[config.mk]
export PLATFORM = sky130hd
export DESIGN_NAME = drive_arbiter
export DESIGN_NICKNAME = d
export VERILOG_FILES = /design/src/rtl/drive_arbiter.sv
export SDC_FILE = /design/constraint.sdc
export NUM_CORES = 1
export LEC_CHECK = 0
export CAP_MARGIN = 20
export CORE_AREA = 2 2 39 41
export DETAILED_ROUTE_END_ITERATION = 6
export DIE_AREA = 0 0 41 43
export PLACE_DENSITY = 0.59
export SYNTH_ARGS = -nofsm -noshare
export SYNTH_HDL_FRONTEND = slang
export SYNTH_SLANG_ARGS = --single-unit
[constraint.sdc]
create_clock -name clk -period 1 [get_ports clk]
set_input_delay 0.1 -clock clk [delete_from_list [all_inputs] [get_ports clk]]
set_output_delay 0.1 -clock clk [all_outputs]
set_load 0.005 [all_outputs]
[src/rtl/drive_arbiter.sv]
// rtl/drive_arbiter.sv - round-robin single-driver arbiter with registered valid/ready output
// Optional conflict counter enabled by macro DRIVE_ARBITER_CONFLICT_CNT_EN.
module drive_arbiter #(
   parameter int NUM_SRC = 2,
   parameter int DATA_W  = 2,
   parameter int PTR_W   = $clog2(NUM_SRC)
) (
   input  logic                      clk,
   input  logic                      rst_n,
   input  logic [NUM_SRC-1:0]        req,
   input  logic [NUM_SRC*DATA_W-1:0] data,
   input  logic                      out_ready,
   output logic                      out_valid,
   output logic [DATA_W-1:0]         out_data,
   output logic [NUM_SRC-1:0]        grant,
   output logic                      conflict
`ifdef DRIVE_ARBITER_CONFLICT_CNT_EN
   ,
   output logic [7:0]                conflict_cnt
`endif
);

   typedef enum logic {IDLE = 1'b0, HOLD = 1'b1} state_t;

   state_t             state, state_d;
   logic [PTR_W-1:0]   rr_ptr, rr_ptr_d, win_idx;
   logic               any_req, multi_req, capture;
   logic               valid_d, conflict_d;
   logic [DATA_W-1:0]  data_d;
   logic [NUM_SRC-1:0] grant_d;

   assign any_req   = |req;
   assign multi_req = $countones(req) > 1;
   assign capture   = any_req && ((state == IDLE) || out_ready);

   // Scan from the highest offset down so the nearest requester at or after rr_ptr wins.
   always_comb begin
      win_idx = '0;
      for (int k = NUM_SRC - 1; k >= 0; k--) begin
         if (req[(int'(rr_ptr) + k) % NUM_SRC])
            win_idx = PTR_W'((int'(rr_ptr) + k) % NUM_SRC);
      end
   end

   always_ff @(posedge clk or negedge rst_n) begin
      if (!rst_n) state <= IDLE;
      else        state <= state_d;
   end

   always_comb begin
      state_d = state;
      case (state)
         IDLE:    state_d = any_req ? HOLD : IDLE;
         HOLD:    state_d = (out_ready && !any_req) ? IDLE : HOLD;
         default: state_d = IDLE;
      endcase
   end

   always_comb begin
      valid_d    = out_valid;
      data_d     = out_data;
      grant_d    = '0;
      conflict_d = 1'b0;
      rr_ptr_d   = rr_ptr;
      if (capture) begin
         valid_d    = 1'b1;
         data_d     = data[int'(win_idx)*DATA_W +: DATA_W];
         grant_d    = NUM_SRC'(1) << win_idx;
         conflict_d = multi_req;
         rr_ptr_d   = (win_idx == PTR_W'(NUM_SRC - 1)) ? '0 : win_idx + 1'b1;
      end else begin
         case (state)
            IDLE:    valid_d = 1'b0;
            HOLD: begin
               // A stalled word keeps its conflict flag; a drained one clears.
               valid_d    = !out_ready;
               conflict_d = out_ready ? 1'b0 : conflict;
            end
            default: valid_d = 1'b0;
         endcase
      end
   end

   always_ff @(posedge clk or negedge rst_n) begin
      if (!rst_n) begin
         out_valid <= 1'b0;
         out_data  <= '0;
         grant     <= '0;
         conflict  <= 1'b0;
         rr_ptr    <= '0;
      end else begin
         out_valid <= valid_d;
         out_data  <= data_d;
         grant     <= grant_d;
         conflict  <= conflict_d;
         rr_ptr    <= rr_ptr_d;
      end
   end

`ifdef DRIVE_ARBITER_CONFLICT_CNT_EN
   always_ff @(posedge clk or negedge rst_n) begin
      if (!rst_n)
         conflict_cnt <= 8'd0;
      else if (capture && multi_req && conflict_cnt != 8'hff)
         conflict_cnt <= conflict_cnt + 8'd1;
   end
`endif

endmodule

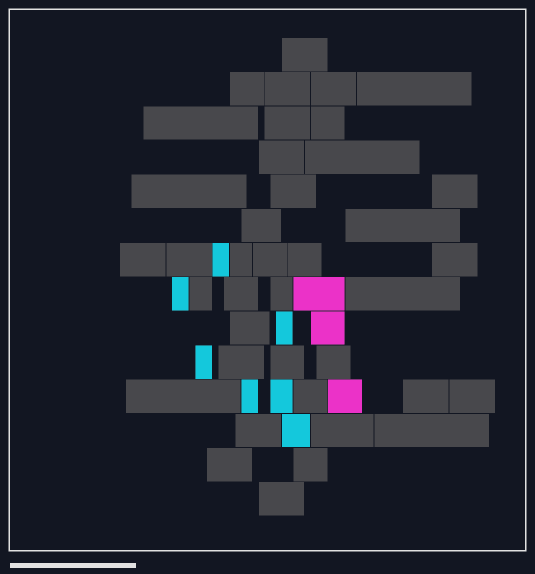
(run_1/gates.png)
Scale bar: 10 um.
legend:
  and/or cells:
    colour: magenta
    cells: 3
    most_used: or3_2
  nand cells:
    colour: cyan
    cells: 7
    most_used: nand2_1
Post-Layout Cell Count: 65
Comb/total area: 23.6%

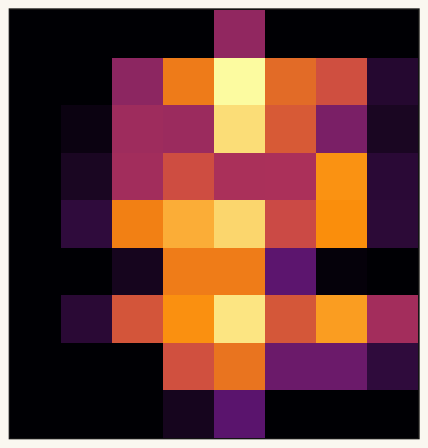
(run_1/util_map.png)
8 x 9 tiles, from black (low) to pale yellow (high), 0 to 100% covered.
fullest tile: 99%
nearly empty tiles: 36%
densest ninth of the die: centre
tiles over 75% full: 13%
mean over tiles: 30%
Final Util: 39.8%
Core Util at FP: 23.1%
Floorplan Core Area: 1380 sq um

==> impl_table.tex, run 1 <==
% Synthesis and place-and-route results
\begin{tabular}{lr}
\hline
Metric & Value \\
\hline
\multicolumn{2}{l}{\textbf{Setup path}} \\
Endpoint type of the worst setup path & flip-flop \\
Critical Path, Cell by Cell & nand2\_1 > and3\_4 > a221o\_1 \\
Cell with the largest stage delay on the worst path & sky130\_fd\_sc\_hd\_\_dfrtp\_1 \\
WP depth & 3 \\
Worst-path maximum fanout & 4 \\
Data arrival time of the worst path & 1210 ps \\
R2r startpoint & rr\_ptr \\
Critical path launch point & rr\_ptr \\
End point of the critical path & out\_data[1] \\
Cell class contributing the biggest share of worst-path delay & flip-flops \\
Register-to-register setup slack & -80 ps \\
Category of the critical setup timing path & reg2reg \\
Capture point of the worst reg-to-reg path & out\_data[1] \\
Data required time of the worst path & 1130 ps \\
Maximum cell stage delay along the critical path & 390 ps \\
Buffers and inverters on the worst path & 0 \\
Worst Reg2Reg Path Length in Cells & 3 \\
Startpoint types & flip-flop \\
\multicolumn{2}{l}{\textbf{Place}} \\
Routability cong. & 0.745 \\
Detailed placer's ending HPWL & 581 um \\
Pre-CTS worst setup slack & -371 ps \\
Area after DPL & 518 sq um \\
Cell count after placement & 61 \\
\multicolumn{2}{l}{\textbf{CTS}} \\
TritonCTS clock tree & yes \\
Htree depth & 1 \\
Number of cells upsized or downsized after cts & 8 \\
Register clock-pin slew on the reported worst setup and hold paths & 60 ps \\
Total number of clock tree sinks & 8 \\
Clock buffers created by TritonCTS & 3 \\
Clock latency of the later-clocked register in the worst-skew pair & 250 ps \\
Number of buffers between clock root and the deepest sink & 2 \\
Hold-fix buffers, CTS & 0 \\
Count of buffers added by post-CTS timing repair for setup & 1 \\
\multicolumn{2}{l}{\textbf{Drt}} \\
Mean routed wirelength per cell & 11.0 um \\
1st-pass router iterations & 1 \\
Number of nets with antenna violations after routing & 0 \\
DRC violations left & 0 \\
Detailed router's first-iteration violation count & 0 \\
Total routed wire length on the met1 layer & 318 um \\
DR WL met3 & 24 um \\
Post-DR vias/cell & 4.42 \\
Met2 WL post-DR & 356 um \\
Highest metal layer with signal wires & met4 \\
\multicolumn{2}{l}{\textbf{Power}} \\
Sequential share of power & 47.3\% \\
Pwr top & sequential cells \\
Static leakage & 0.249 nW \\
Peak VDD IR & 0.358 mV \\
Net switching share of the total power & 23.8\% \\
Final Total Pwr & 0.000792 W \\
Share of power burned in combinational logic & 21.2\% \\
Clock network power consumption & 0.000249 W \\
Areal power density over the cells & 1440 nW/um\^{}2 \\
P\_comb & 0.000168 W \\
Clock network power share & 31.5\% \\
Design internal power & 0.000604 W \\
\multicolumn{2}{l}{\textbf{Yosys}} \\
Number of nets in the synthesized netlist & 36 \\
Yosys warning total & 0 \\
Largest cells by area after synthesis & sky130\_fd\_sc\_hd\_\_dfrtp\_1 63\%, sky130\_fd\_sc\_hd\_\_a221o\_1 6.3\%, sky130\_fd\_sc\_hd\_\_nand2\_1 5.9\%, sky130\_fd\_sc\_hd\_\_or3\_2 4.7\%, sky130\_fd\_sc\_hd\_\_nor2b\_1 3.9\% \\
Largest type area fraction & 62.5\% \\
Synth Flop Type & sky130\_fd\_sc\_hd\_\_dfrtp\_1 \\
Mean post-synth cell area & 11.9 sq um \\
Netlist Area Pre-Place & 320 sq um \\
Post-Synth Simple-Gate Area & 27.0\% \\
Dominant cell by count in the synthesized netlist & sky130\_fd\_sc\_hd\_\_dfrtp\_1 \\
Xor/xnor share & 0\% \\
Registers, synthesis & 8 \\
Top non-seq family & simple AND/OR/NAND/NOR gates \\
Number of flops mapped to enable cells by yosys & 0 \\
Largest area contributor in the netlist & sky130\_fd\_sc\_hd\_\_dfrtp\_1 \\
Fraction of the mapped netlist area in adder cells & 0\% \\
Post-synth ARST share & 100\% \\
Compound-gate portion of the synthesized area & 10.5\% \\
Yosys Instances & 27 \\
Synthesized instance count & 27 \\
Chip area from the yosys synthesis statistics & 320 sq um \\
Portion of netlist area occupied by mux cells & 0\% \\
\multicolumn{2}{l}{\textbf{Layout}} \\
Combinational cell area excluding buffers and inverters & 130 sq um \\
Non-Clock Inverter Count & 0 \\
Sequential portion of the cell area & 36.4\% \\
NonClk Buf Share & 32.3\% \\
Largest registers & grant (2), out\_data (2) \\
Share of layout cells above drive strength 1 & 28.6\% \\
Total inserted antenna cells & 0 \\
Number of nets in the layout & 60 \\
Number of filler cells placed in the layout & 149 \\
Register area & 200 sq um \\
Seq Cell Count & 8 \\
Layout clock buffer count & 3 \\
Area grow syn2layout & 71.9\% \\
Clock network area share & 4.09\% \\
Top Layout Cells & 8 x sky130\_fd\_sc\_hd\_\_dfrtp\_1, 8 x sky130\_fd\_sc\_hd\_\_clkdlybuf4s50\_1, 6 x sky130\_fd\_sc\_hd\_\_clkdlybuf4s15\_1 \\
Count of multi-input gates & 19 \\
Post-route standard cell area excluding fillers & 551 sq um \\
\multicolumn{2}{l}{\textbf{Final timing}} \\
Final-report setup violation count & 4 \\
Slew headroom & 74.2\% \\
Final count of hold timing violations & 0 \\
Total count of max-transition violations in the final report & 0 \\
Highest Clock Rate & 930 MHz \\
Total Neg Setup Slack & -253 ps \\
Final clock period utilization by the worst path & 108\% \\
Final worst slack & -75.0 ps \\
Slew @ Worst Pin & 386 ps \\
Final Skew & 3.78 ps \\
Post-route worst hold slack & 132 ps \\
Clock period minus worst slack & 1080 ps \\
\multicolumn{2}{l}{\textbf{GRT}} \\
Combined global-route utilization of all metal layers & 10.8\% \\
GR Layer Usage met2 & 15.0\% \\
Wire length of the first global-routing pass & 1210 um \\
Maximum number of pins on one net before global-route repair & 9 \\
GRT busiest layer & met2 \\
Sum of overflow across all layers after global routing & 0 \\
Via count of the first global-routing pass & 290 \\
Number of antenna violations at the first check in global routing & 0 \\
Met1 usage & 13.3\% \\
\multicolumn{2}{l}{\textbf{Die}} \\
Total die size & 1760 sq um \\
Die extent in x & 41 um \\
Vertical die dimension & 43 um \\
Total number of tap cells & 16 \\
\# rows & 14 \\
\multicolumn{2}{l}{\textbf{Flow run}} \\
Number of warnings in the stage logs & 29 \\
Max-capacitance violation count & 0 \\
\multicolumn{2}{l}{\textbf{Status}} \\
Run status & finished, violations left \\
Violated checks & setup timing \\
\hline
\end{tabular}
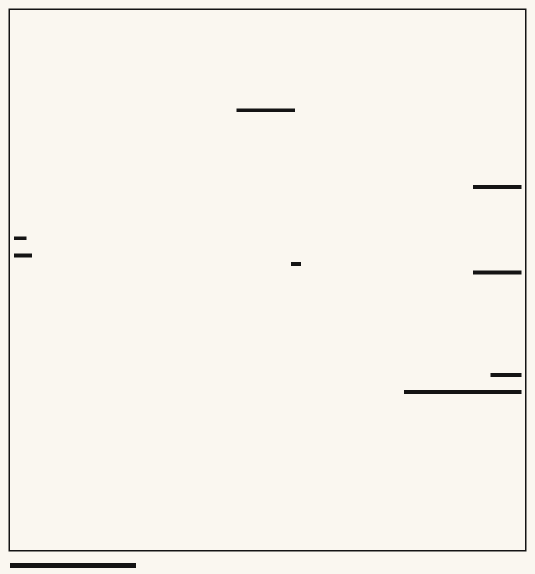
(run_1/m3.png)
Scale bar: 10 um.
main direction: horizontal
share of all routed wire: 3.5%
wire length on this layer: 24.9 um
longest straight run: 9.10 um
nets with wire on the layer: 7
number of vias after detailed routing: 287
met3 routing resource usage after global routing: 1.57%
total wire length: 712 um

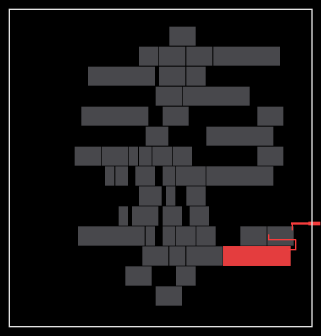
(run_1/port_trees.png)
legend:
  `out_valid`:
    colour: red
    bits: 1
    direction: output
    end_cells: 1
    buffers: 1
    wire: 9.70 um
IO Pins: 15
port buffer count: 14

==> run_1/placed.png <==
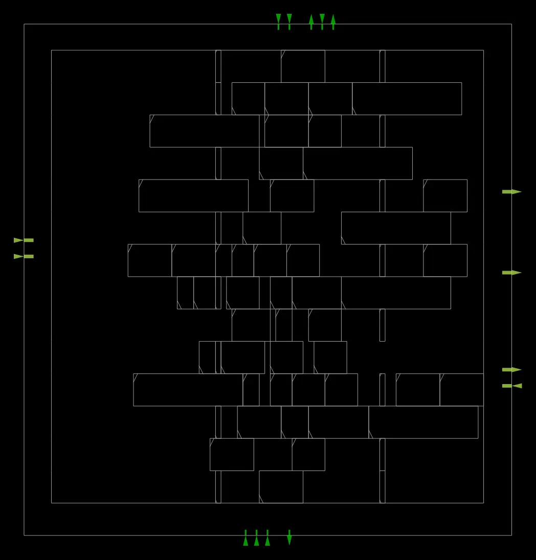

==> run 1 -> run 2 <==
--- a/config.mk
+++ b/config.mk
@@ -5,11 +5,12 @@
 export SDC_FILE = /design/constraint.sdc
 export NUM_CORES = 1
 export LEC_CHECK = 0
+export ABC_CLOCK_PERIOD_IN_PS = 1050
 export CAP_MARGIN = 20
 export CORE_AREA = 2 2 39 41
 export DETAILED_ROUTE_END_ITERATION = 6
 export DIE_AREA = 0 0 41 43
-export PLACE_DENSITY = 0.59
+export PLACE_DENSITY = 0.57
 export SYNTH_ARGS = -nofsm -noshare
 export SYNTH_HDL_FRONTEND = slang
 export SYNTH_SLANG_ARGS = --single-unit
==> constraint.sdc (replaced) <==
create_clock -name clk -period 1.05 [get_ports clk]
set_input_delay 0.105 -clock clk [delete_from_list [all_inputs] [get_ports clk]]
set_output_delay 0.105 -clock clk [all_outputs]
set_load 0.005 [all_outputs]
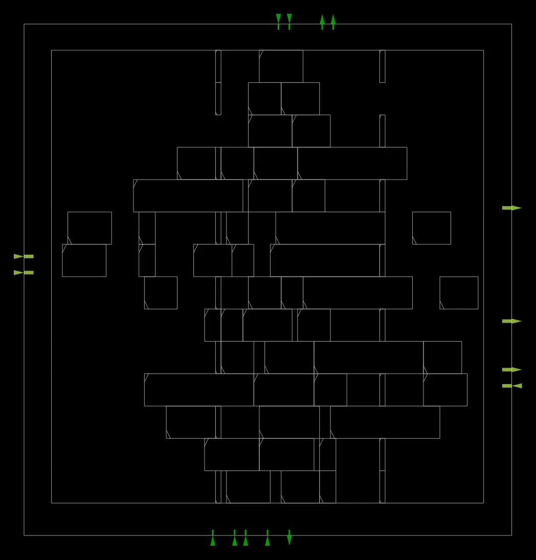
(run_2/placed.png)
Post-Layout Cell Count: 64
total number of tap cells: 16
Seq Cell Count: 8

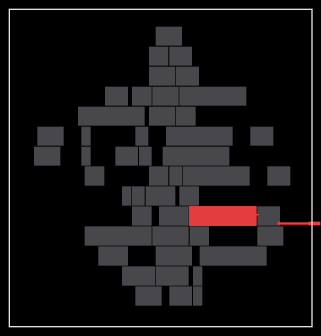
(run_2/port_trees.png)
legend:
  `out_valid`:
    colour: red
    bits: 1
    direction: output
    end_cells: 1
    buffers: 1
    wire: 4.70 um

==> run 2 against run 1 <==
  * The run still ends with setup timing left
  * Sequential share of layout area decreased by 0.33 points
  * Cell count shrank 1.5%
  * Design area rose by 0.91%
  * Fmax up 0.13%
  * Die area is the same
  * Clock-buffer cell count is the same
  * Clock skew shrank 2.0 ps
  * Largest cell class unchanged
  * Largest power group unchanged
==> impl_table.tex, run 2 <==
% Synthesis and place-and-route results
\begin{tabular}{lr}
\hline
Metric & Value \\
\hline
\multicolumn{2}{l}{\textbf{Place}} \\
Routability cong. & 0.729 (-2.1\%) \\
Cell count after placement & 61 (unchanged) \\
Port buffer count & 14 (unchanged) \\
Area after DPL & 510 sq um (-1.4\%) \\
Pre-CTS worst setup slack & -299 ps (+71.4 ps) \\
\multicolumn{2}{l}{\textbf{Final timing}} \\
Final count of hold timing violations & 0 (unchanged) \\
Total count of max-transition violations in the final report & 0 (unchanged) \\
Highest Clock Rate & 931 MHz (+0.13\%) \\
Final Skew & 1.77 ps (-2.01 ps) \\
Clock period minus worst slack & 1070 ps (-1.44 ps) \\
Final clock period utilization by the worst path & 102\% (-5.3 points) \\
Slew @ Worst Pin & 362 ps (-24.8 ps) \\
Final worst slack & -23.6 ps (+51.4 ps) \\
Final-report setup violation count & 2 (-2) \\
Slew headroom & 75.8\% (+1.7 points) \\
\multicolumn{2}{l}{\textbf{GRT}} \\
Combined global-route utilization of all metal layers & 9.59\% (-1.2 points) \\
GR Layer Usage met2 & 11.6\% (-3.4 points) \\
Number of antenna violations at the first check in global routing & 0 (unchanged) \\
Sum of overflow across all layers after global routing & 0 (unchanged) \\
Wire length of the first global-routing pass & 979 um (-19\%) \\
GRT busiest layer & met4 \\
Maximum number of pins on one net before global-route repair & 9 (unchanged) \\
\multicolumn{2}{l}{\textbf{CTS}} \\
Number of cells upsized or downsized after cts & 7 (-1) \\
Total number of clock tree sinks & 8 (unchanged) \\
Number of buffers between clock root and the deepest sink & 2 (unchanged) \\
Hold-fix buffers, CTS & 0 (unchanged) \\
Htree depth & 1 (unchanged) \\
Clock root buffer master & sky130\_fd\_sc\_hd\_\_clkbuf\_4 \\
Clock buffers created by TritonCTS & 3 (unchanged) \\
Register clock-pin slew on the reported worst setup and hold paths & 50 ps (about the same) \\
Count of buffers added by post-CTS timing repair for setup & 0 (-1) \\
Clock latency of the later-clocked register in the worst-skew pair & 250 ps (about the same) \\
\multicolumn{2}{l}{\textbf{Yosys}} \\
Chip area from the yosys synthesis statistics & 320 sq um (unchanged) \\
Synth Flop Type & sky130\_fd\_sc\_hd\_\_dfrtp\_1 \\
Largest cells by area after synthesis & sky130\_fd\_sc\_hd\_\_dfrtp\_1 63\%, sky130\_fd\_sc\_hd\_\_a221o\_1 6.3\%, sky130\_fd\_sc\_hd\_\_nand2\_1 5.9\%, sky130\_fd\_sc\_hd\_\_or3\_2 4.7\%, sky130\_fd\_sc\_hd\_\_nor2b\_1 3.9\% \\
Compound-gate portion of the synthesized area & 10.5\% (unchanged) \\
Mean post-synth cell area & 11.9 sq um (unchanged) \\
Yosys Instances & 27 (unchanged) \\
Top non-seq family & simple AND/OR/NAND/NOR gates \\
Post-Synth Simple-Gate Area & 27.0\% (unchanged) \\
Fraction of the mapped netlist area in adder cells & 0\% (unchanged) \\
Number of flops mapped to enable cells by yosys & 0 (unchanged) \\
Number of nets in the synthesized netlist & 36 (unchanged) \\
Largest type area fraction & 62.5\% (unchanged) \\
Netlist Area Pre-Place & 320 sq um (unchanged) \\
Largest area contributor in the netlist & sky130\_fd\_sc\_hd\_\_dfrtp\_1 \\
Synthesized instance count & 27 (unchanged) \\
Portion of netlist area occupied by mux cells & 0\% (unchanged) \\
Yosys warning total & 0 (unchanged) \\
Dominant cell by count in the synthesized netlist & sky130\_fd\_sc\_hd\_\_dfrtp\_1 \\
Xor/xnor share & 0\% (unchanged) \\
\multicolumn{2}{l}{\textbf{Flow run}} \\
Number of warnings in the stage logs & 28 (-3.4\%) \\
Max-capacitance violation count & 0 (unchanged) \\
\multicolumn{2}{l}{\textbf{Drt}} \\
Total routed wire length on the met1 layer & 293 um (-7.9\%) \\
Detailed router's first-iteration violation count & 4 (+4) \\
Mean routed wirelength per cell & 10.8 um (-1.3\%) \\
1st-pass router iterations & 3 (+2) \\
Highest metal layer with signal wires & met4 \\
Post-DR vias/cell & 4.44 (+0.50\%) \\
Number of nets with antenna violations after routing & 0 (unchanged) \\
Met2 WL post-DR & 316 um (-11\%) \\
DRC violations left & 0 (unchanged) \\
DR WL met3 & 34 um (+42\%) \\
Number of vias after detailed routing & 284 (-1.0\%) \\
\multicolumn{2}{l}{\textbf{Status}} \\
Violated checks & setup timing \\
Run status & finished, violations left \\
\multicolumn{2}{l}{\textbf{Setup path}} \\
Critical Path, Cell by Cell & nand2\_1 > and3\_4 > a221o\_1 \\
Endpoint type of the worst setup path & flip-flop \\
Maximum cell stage delay along the critical path & 380 ps (about the same) \\
Worst-path maximum fanout & 3 (-1) \\
Data required time of the worst path & 1190 ps (+60 ps) \\
Capture point of the worst reg-to-reg path & out\_data[1] \\
Cell with the largest stage delay on the worst path & sky130\_fd\_sc\_hd\_\_dfrtp\_1 \\
Startpoint types & flip-flop \\
End point of the critical path & out\_data[1] \\
Cell class contributing the biggest share of worst-path delay & flip-flops \\
Category of the critical setup timing path & reg2reg \\
Register-to-register setup slack & -20 ps (+50 ps) \\
Worst Reg2Reg Path Length in Cells & 3 (unchanged) \\
Data arrival time of the worst path & 1210 ps (about the same) \\
WP depth & 3 (unchanged) \\
\multicolumn{2}{l}{\textbf{Power}} \\
Share of power burned in combinational logic & 20.5\% (-0.7 points) \\
Peak VDD IR & 0.410 mV (+14\%) \\
Design internal power & 0.000569 W (-5.8\%) \\
Static leakage & 0.280 nW (+12\%) \\
Clock network power consumption & 0.000236 W (-5\%) \\
Pwr top & sequential cells \\
Clock network power share & 31.7\% (+0.2 points) \\
Net switching share of the total power & 23.8\% (+0.036 points) \\
P\_comb & 0.000153 W (-9\%) \\
Final Total Pwr & 0.000747 W (-5.8\%) \\
Sequential share of power & 47.8\% (+0.5 points) \\
Areal power density over the cells & 1340 nW/um\^{}2 (-6.6\%) \\
\multicolumn{2}{l}{\textbf{Layout}} \\
Count of multi-input gates & 19 (unchanged) \\
Final Util & 40.1\% (+0.36 points) \\
Post-route standard cell area excluding fillers & 556 sq um (+0.91\%) \\
Sequential portion of the cell area & 36.0\% (-0.33 points) \\
NonClk Buf Share & 30.2\% (-2.1 points) \\
Comb/total area & 26.1\% (+2.5 points) \\
Non-Clock Inverter Count & 0 (unchanged) \\
Share of layout cells above drive strength 1 & 29.2\% (+0.60 points) \\
Total inserted antenna cells & 0 (unchanged) \\
Number of filler cells placed in the layout & 146 (-2.0\%) \\
Largest registers & grant (2), out\_data (2) \\
Register area & 200 sq um (unchanged) \\
Area grow syn2layout & 73.4\% \\
Combinational cell area excluding buffers and inverters & 145 sq um (+12\%) \\
Top Layout Cells & 8 x sky130\_fd\_sc\_hd\_\_dfrtp\_1, 6 x sky130\_fd\_sc\_hd\_\_clkdlybuf4s50\_1, 6 x sky130\_fd\_sc\_hd\_\_dlygate4sd2\_1 \\
Clock network area share & 4.05\% (-0.037 points) \\
\multicolumn{2}{l}{\textbf{Die}} \\
\# rows & 14 (unchanged) \\
IO Pins & 15 (unchanged) \\
Floorplan Core Area & 1380 sq um (unchanged) \\
Total die size & 1760 sq um (unchanged) \\
Vertical die dimension & 43 um (unchanged) \\
Die extent in x & 41 um (unchanged) \\
Core Util at FP & 23.1\% (unchanged) \\
\hline
\end{tabular}
Power figures rest on the tool's default switching activity, not on a simulated workload.
